**Sequential cells grouped by signal name**

Drawn at 3 px/um. Other sequential cells in the stronger gray, the rest of the logic in the fainter gray.
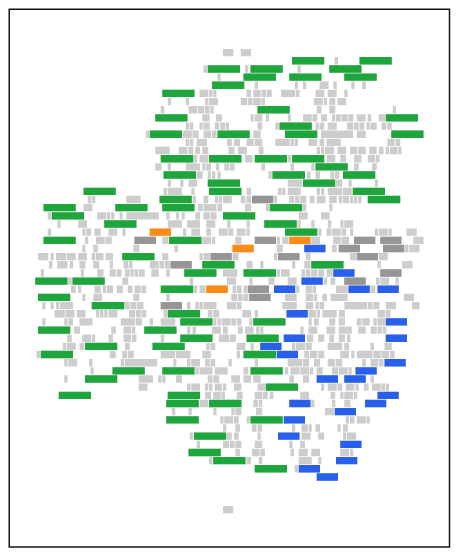
**Clock nets**

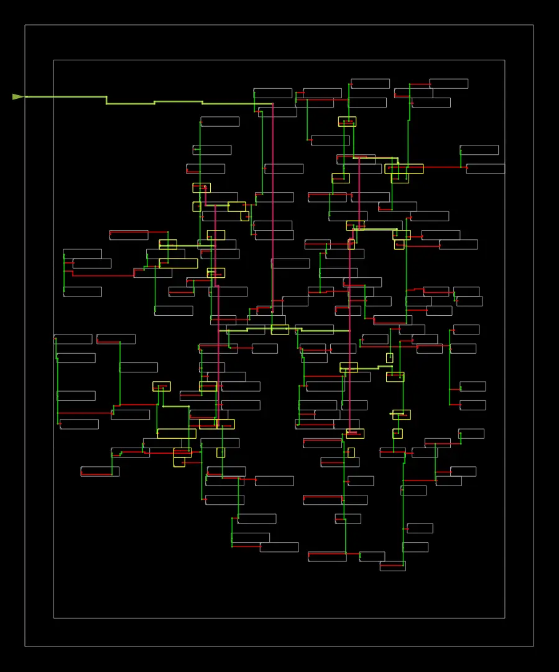
**Signal wires on met4**

Drawn at 3 px/um. Supply wires on this layer in gray. Cells faint in the background.
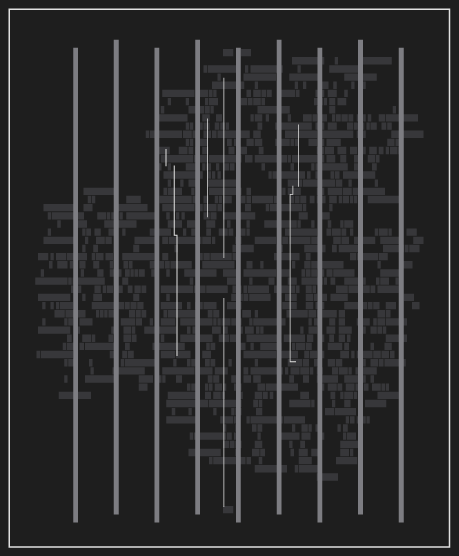
==> src/rtl/guess_input_cond.sv <==
// Input conditioning for the guessing game: synchronizes and debounces four
// buttons, generates the periodic step enable, and latches presses into a guess.
// Latency: btn_db follows a steady btn after DB_CYCLES+2 edges; b picks up a press
// one edge after the debounced rising edge. No backpressure: the FSM samples en/b.
//
// Ports:
//   clk    - system clock (only clock)
//   rst    - synchronous active-high reset
//   btn    - raw asynchronous push-buttons, active-high
//   en     - one-cycle game-step enable, once every TICK_CYCLES cycles
//   b      - guess accumulated over the step window, valid while en is high
//   btn_db - debounced button levels
module guess_input_cond #(
    parameter int DB_CYCLES   = 1_000_000,
    parameter int TICK_CYCLES = 50_000_000
) (
    input  logic       clk,
    input  logic       rst,
    input  logic [3:0] btn,
    output logic       en,
    output logic [3:0] b,
    output logic [3:0] btn_db
);

    localparam int CW = $clog2(DB_CYCLES + 1);
    localparam int TW = $clog2(TICK_CYCLES);

    localparam logic [CW-1:0] DB_LAST   = CW'(DB_CYCLES - 1);
    localparam logic [CW-1:0] CNT_ONE   = CW'(1);
    localparam logic [TW-1:0] TICK_LAST = TW'(TICK_CYCLES - 1);
    localparam logic [TW-1:0] TICK_ONE  = TW'(1);

    logic [3:0]    s1;
    logic [3:0]    s2;
    logic [3:0]    db_d;
    logic [CW-1:0] db_cnt [4];
    logic [TW-1:0] tick_cnt;
    logic [3:0]    press;

    // Two-stage synchronizer, per-bit debounce and edge-detect delay.
    // A bit's counter only runs while the synchronized level disagrees with the
    // accepted level, so any agreeing cycle (a bounce back) restarts the count.
    always_ff @(posedge clk) begin
        if (rst) begin
            s1     <= 4'b0000;
            s2     <= 4'b0000;
            btn_db <= 4'b0000;
            db_d   <= 4'b0000;
            for (int i = 0; i < 4; i++) begin
                db_cnt[i] <= '0;
            end
        end else begin
            s1   <= btn;
            s2   <= s1;
            db_d <= btn_db;
            for (int i = 0; i < 4; i++) begin
                if (s2[i] == btn_db[i]) begin
                    db_cnt[i] <= '0;
                end else if (db_cnt[i] == DB_LAST) begin
                    btn_db[i] <= s2[i];
                    db_cnt[i] <= '0;
                end else begin
                    db_cnt[i] <= db_cnt[i] + CNT_ONE;
                end
            end
        end
    end

    // Free-running step counter; en is a pure decode of the registered count,
    // so it is glitch-free and exactly one cycle wide.
    always_ff @(posedge clk) begin
        if (rst) begin
            tick_cnt <= '0;
        end else if (tick_cnt == TICK_LAST) begin
            tick_cnt <= '0;
        end else begin
            tick_cnt <= tick_cnt + TICK_ONE;
        end
    end

    assign en    = (tick_cnt == TICK_LAST);
    assign press = btn_db & ~db_d;

    // Guess latch: presses accumulate during the window. On the en cycle the
    // window closes and restarts with any press pulse seen in that same cycle,
    // so a press coincident with en lands in the next guess rather than vanishing.
    always_ff @(posedge clk) begin
        if (rst) begin
            b <= 4'b0000;
        end else if (en) begin
            b <= press;
        end else begin
            b <= b | press;
        end
    end

endmodule

==> config.mk <==
export PLATFORM = sky130hd
export DESIGN_NAME = guess_input_cond
export DESIGN_NICKNAME = d
export VERILOG_FILES = /design/src/rtl/guess_input_cond.sv
export SDC_FILE = /design/constraint.sdc
export NUM_CORES = 1
export LEC_CHECK = 0
export CORE_ASPECT_RATIO = 1.25
export CORE_MARGIN = 8
export CORE_UTILIZATION = 30
export CTS_BUF_LIST = sky130_fd_sc_hd__clkbuf_2 sky130_fd_sc_hd__clkbuf_4 sky130_fd_sc_hd__clkbuf_8
export CTS_CLUSTER_SIZE = 40
export DETAILED_ROUTE_END_ITERATION = 16
export GPL_TIMING_DRIVEN = 0
export RECOVER_POWER = 100
export SYNTH_ARGS = -nofsm -noshare
export SYNTH_HDL_FRONTEND = slang
export SYNTH_SLANG_ARGS = --single-unit
export TNS_END_PERCENT = 100
==> constraint.sdc <==
create_clock -name clk -period 2.95 [get_ports clk]
set_clock_uncertainty 0.2 [all_clocks]
set_input_delay 0.295 -clock clk [delete_from_list [all_inputs] [get_ports clk]]
set_output_delay 0.295 -clock clk [all_outputs]
set_load 0.1 [all_outputs]
==> Slide: Implementation Results <==
Implementation Results

Run status
  – Status: finished, final reports clean

Power and ir drop
  – Pint: just under 3 mW
  – Power Total: between 3 and 4 mW
  – Combinational fraction of design power: 0.036
  – Flop+latch power: a little under 2 mW
  – Power density cells: between 400 and 500 nW/um2
  – VDD IR-drop max: between 0.0002 and 0.0003 V
  – Clock network power share: 0.431
  – Register share of total power: 0.533
  – Psw: approximately 0.83 mW
  – Leakage: between 2 and 3 nW
  – Net Sw Frac: 0.221
  – P_comb: approximately 0.13 mW

Final layout
  – Nonclk inv count: 34
  – N_diodes: 0
  – Non-clk bufs: 33
  – Nets: around 760
  – #MultiIn Comb: roughly 540
  – Most frequent cells in the layout: 82 x nor2_1, 80 x edfxtp_1, 80 x conb_1
  – # fillers: ~2,200
  – Comb area share: 0.412
  – MI comb area: approximately 3100 um2
  – Leading cell kind: sequential cells
  – Fin cells: between 1,000 and 1,500
  – Flop share of the area: 0.440
  – ClkCell Share: 0.0560
  – Buffering overhead: 0.0300
  – CLK BUF: 22
  – Cell area after layout: ~7600 um2

Yosys
  – Simple-Gate Fraction of Synth Area: 0.262
  – Ys async rst share: 0
  – Fa+ha+maj area frac: 0.00984
  – Post-synth top flop: edfxtp_1
  – Yosys stat cell total: 637
  – Synthesized area: 6360 um2
  – Syn Area/Cell: ~10 um2
  – Count of library flops with an enable pin: about 80
  – YS chip area: 6360 um2
  – Top cells, area: edfxtp_1 38%, dfxtp_1 14%, xnor2_1 6.1%
  – Seq share, synth: 0.523
  – Area fraction in mux cells: 0
  – Area leader share: 0.378
  – Number of synthesis warnings: 0
  – Synth flops: between 100 and 150
  – Mapped Cells: 637
  – Ao+oa area frac: 0.0783
  – Synth logic family: simple AND/OR/NAND/NOR gates
  – Yosys cell types: ~43
  – XORs/XNORs by Area: 0.0923

STA
  – Hold Fails Final Rpt: 0
  – Slew Limit Fails: 0
  – F_max: between 300 and 400 MHz
  – Unrepaired setup endpoints after global routing: no
  – Period utilization: 0.930
  – Setup violators final: 0
  – Post-route minimum period: between 2000 and 3000 ps
  – Worst-margin pin slew: a little under 1000 ps

Setup path
  – Reg-to-Reg End: tick_cnt[24]
  – Worst path cell trace: ha_1 > and3_1 > nand4_2 > nor4_4 > clkbuf_4
  – R2R cell count: 6
  – Worst path max stage delay: just under 400 ps
  – Setup crit end: en
  – Worst Path Arrival: 2250 ps
  – Critical register-to-register path startpoint: tick_cnt[0]
  – CP bufs+invs: 1
  – Crit end category: primary output
  – Critical Path Start Type: register
  – Crit-path max FO: 6
  – CP Class: register to primary output
  – Crit path launch: tick_cnt[0]
  – Crit path DRT: approximately 2500 ps
  – Reg2reg setup slack: about 270 ps
  – Critical path depth: 5
  – Delay-heaviest family, CP: simple AND/OR/NAND/NOR gates

Clock tree
  – Clk sink count: 126
  – Clock root buffer: clkbuf_8
  – Maximum clock path buffer count: 2
  – Total CTS buffers: 17
  – Setup Buffers After CTS: 0
  – Clock-pin slew on the worst setup and hold paths: 70 ps

Place
  – I/O Buffers: 14
  – Placed Area: slightly above 7000 um2
  – Placer congestion estimate: approximately 0.76
  – Cells after DPL: roughly 1,000
  – Final HPWL DP: ~8900 um

Global route
  – Grt total ovfl: 0
  – First-pass GRT wire length: roughly 21,000 um
  – Vias in the first global route: between 4,000 and 5,000
  – Antenna violations before repair: 0
  – Pin count of the biggest net entering global routing: 17
  – Gr usage total: 0.0998

Drt
  – Vias per Instance: approximately 4.6
  – Pre-antenna DRT Iters: 4
  – DRT antenna net count: 0
  – DRC violations left: 0
  – WL per Instance: between 10 and 15 um
  – Initial DRC Count: 229

Die
  – Die height: ~180 um
  – Ports: 15
  – Chip Width: 146 um
  – Die area: about 26,000 um2
  – N_taps: 274
  – Core area: between 20,000 and 25,000 um2
  – Row Count: between 50 and 60

Run
  – Max Cap Violations: 0
  – OpenROAD warning count: 26

Min path
  – Hold Path Class: register to register
About 'sequential cells grouped by signal name':
color	signal	sequential cells
green	`db_cnt`	80
blue	`tick_cnt`	26
orange	`s2`	4
Reg area: 3320 um2
final core occ: 0.363

About 'clock nets':
Clock Latency Late Sink: 440 ps
Clk power: 1.61 mW

About 'signal wires on met4':
nets with wire on the layer	4
main direction	vertical
share of all routed wire	2.6%
longest straight run	69.4 um
wire length on this layer	313 um
final wirelength: 12,200 um
vias post-DR: 4,761

==> layer usage <==
metal,track usage,routed length (um),vias up
met3,0.0260,399,20
li1,-,-,2488
met2,0.173,5960,59
met5,0,0,-
met1,0.111,5580,2194
met4,0.0546,313,0
==> cells in the mapped netlist (17+ instances only) <==
cell type and number:
nand3_1 42, inv_1 34, o21ai_0 19, a21oi_1 34, nand4_1 23, xor2_1 23, or3_1 23, edfxtp_1 80
dfxtp_1 46, nand2_1 28, nor2_1 82, nor4_1 17, or4_1 21, xnor2_1 44
==> kinds of logic (layout without fill, tap and decap cells) <==
kind of cell	count (synthesis)	after routing
AND-OR/OR-AND	81	81
XOR/XNOR	67	67
adder cells (fa/ha/maj)	5	5
buffers and inverters	54	99
flip-flops	126	126
other	1	80
AND/OR/NAND/NOR	303	303
==> through the flow <==
stage          setup TNS [ps]  setup slack [ps]
5_1_grt                     0              16.3
3_3_place_gp             -289              -289
6_report                    0               208
2_1_floorplan               0               202
4_1_cts                     0              41.3
3_5_place_dp             -303              -303
==> what timing repair did <==
action,in CTS,in global routing
hold buffers,0,0
endpoints found under the hold margin,0,0
setup endpoints to repair,1,1
gates resized,6,1
==> worst min path at each step <==
| stage | from | to | slack [ps] | cells past startpoint |
|---|---|---|---|---|
| after floorplan | s1[0] | s2[0] | 210 | 1 |
| after global placement | s1[0] | s2[0] | 220 | 1 |
| after detailed placement | s1[0] | s2[0] | 220 | 1 |
| after CTS | btn[3] | s1[3] | 220 | 2 |
| after global routing | btn[3] | s1[3] | 240 | 2 |
| final | s1[0] | s2[0] | 240 | 1 |
==> flip-flops by register name (all words and copies together) (netlist names) <==
signal    count
s1            4
tick_cnt     26
db_cnt       80
btn_db        4
db_d          4
b             4
s2            4
Power is estimated from default activity; no workload was simulated.
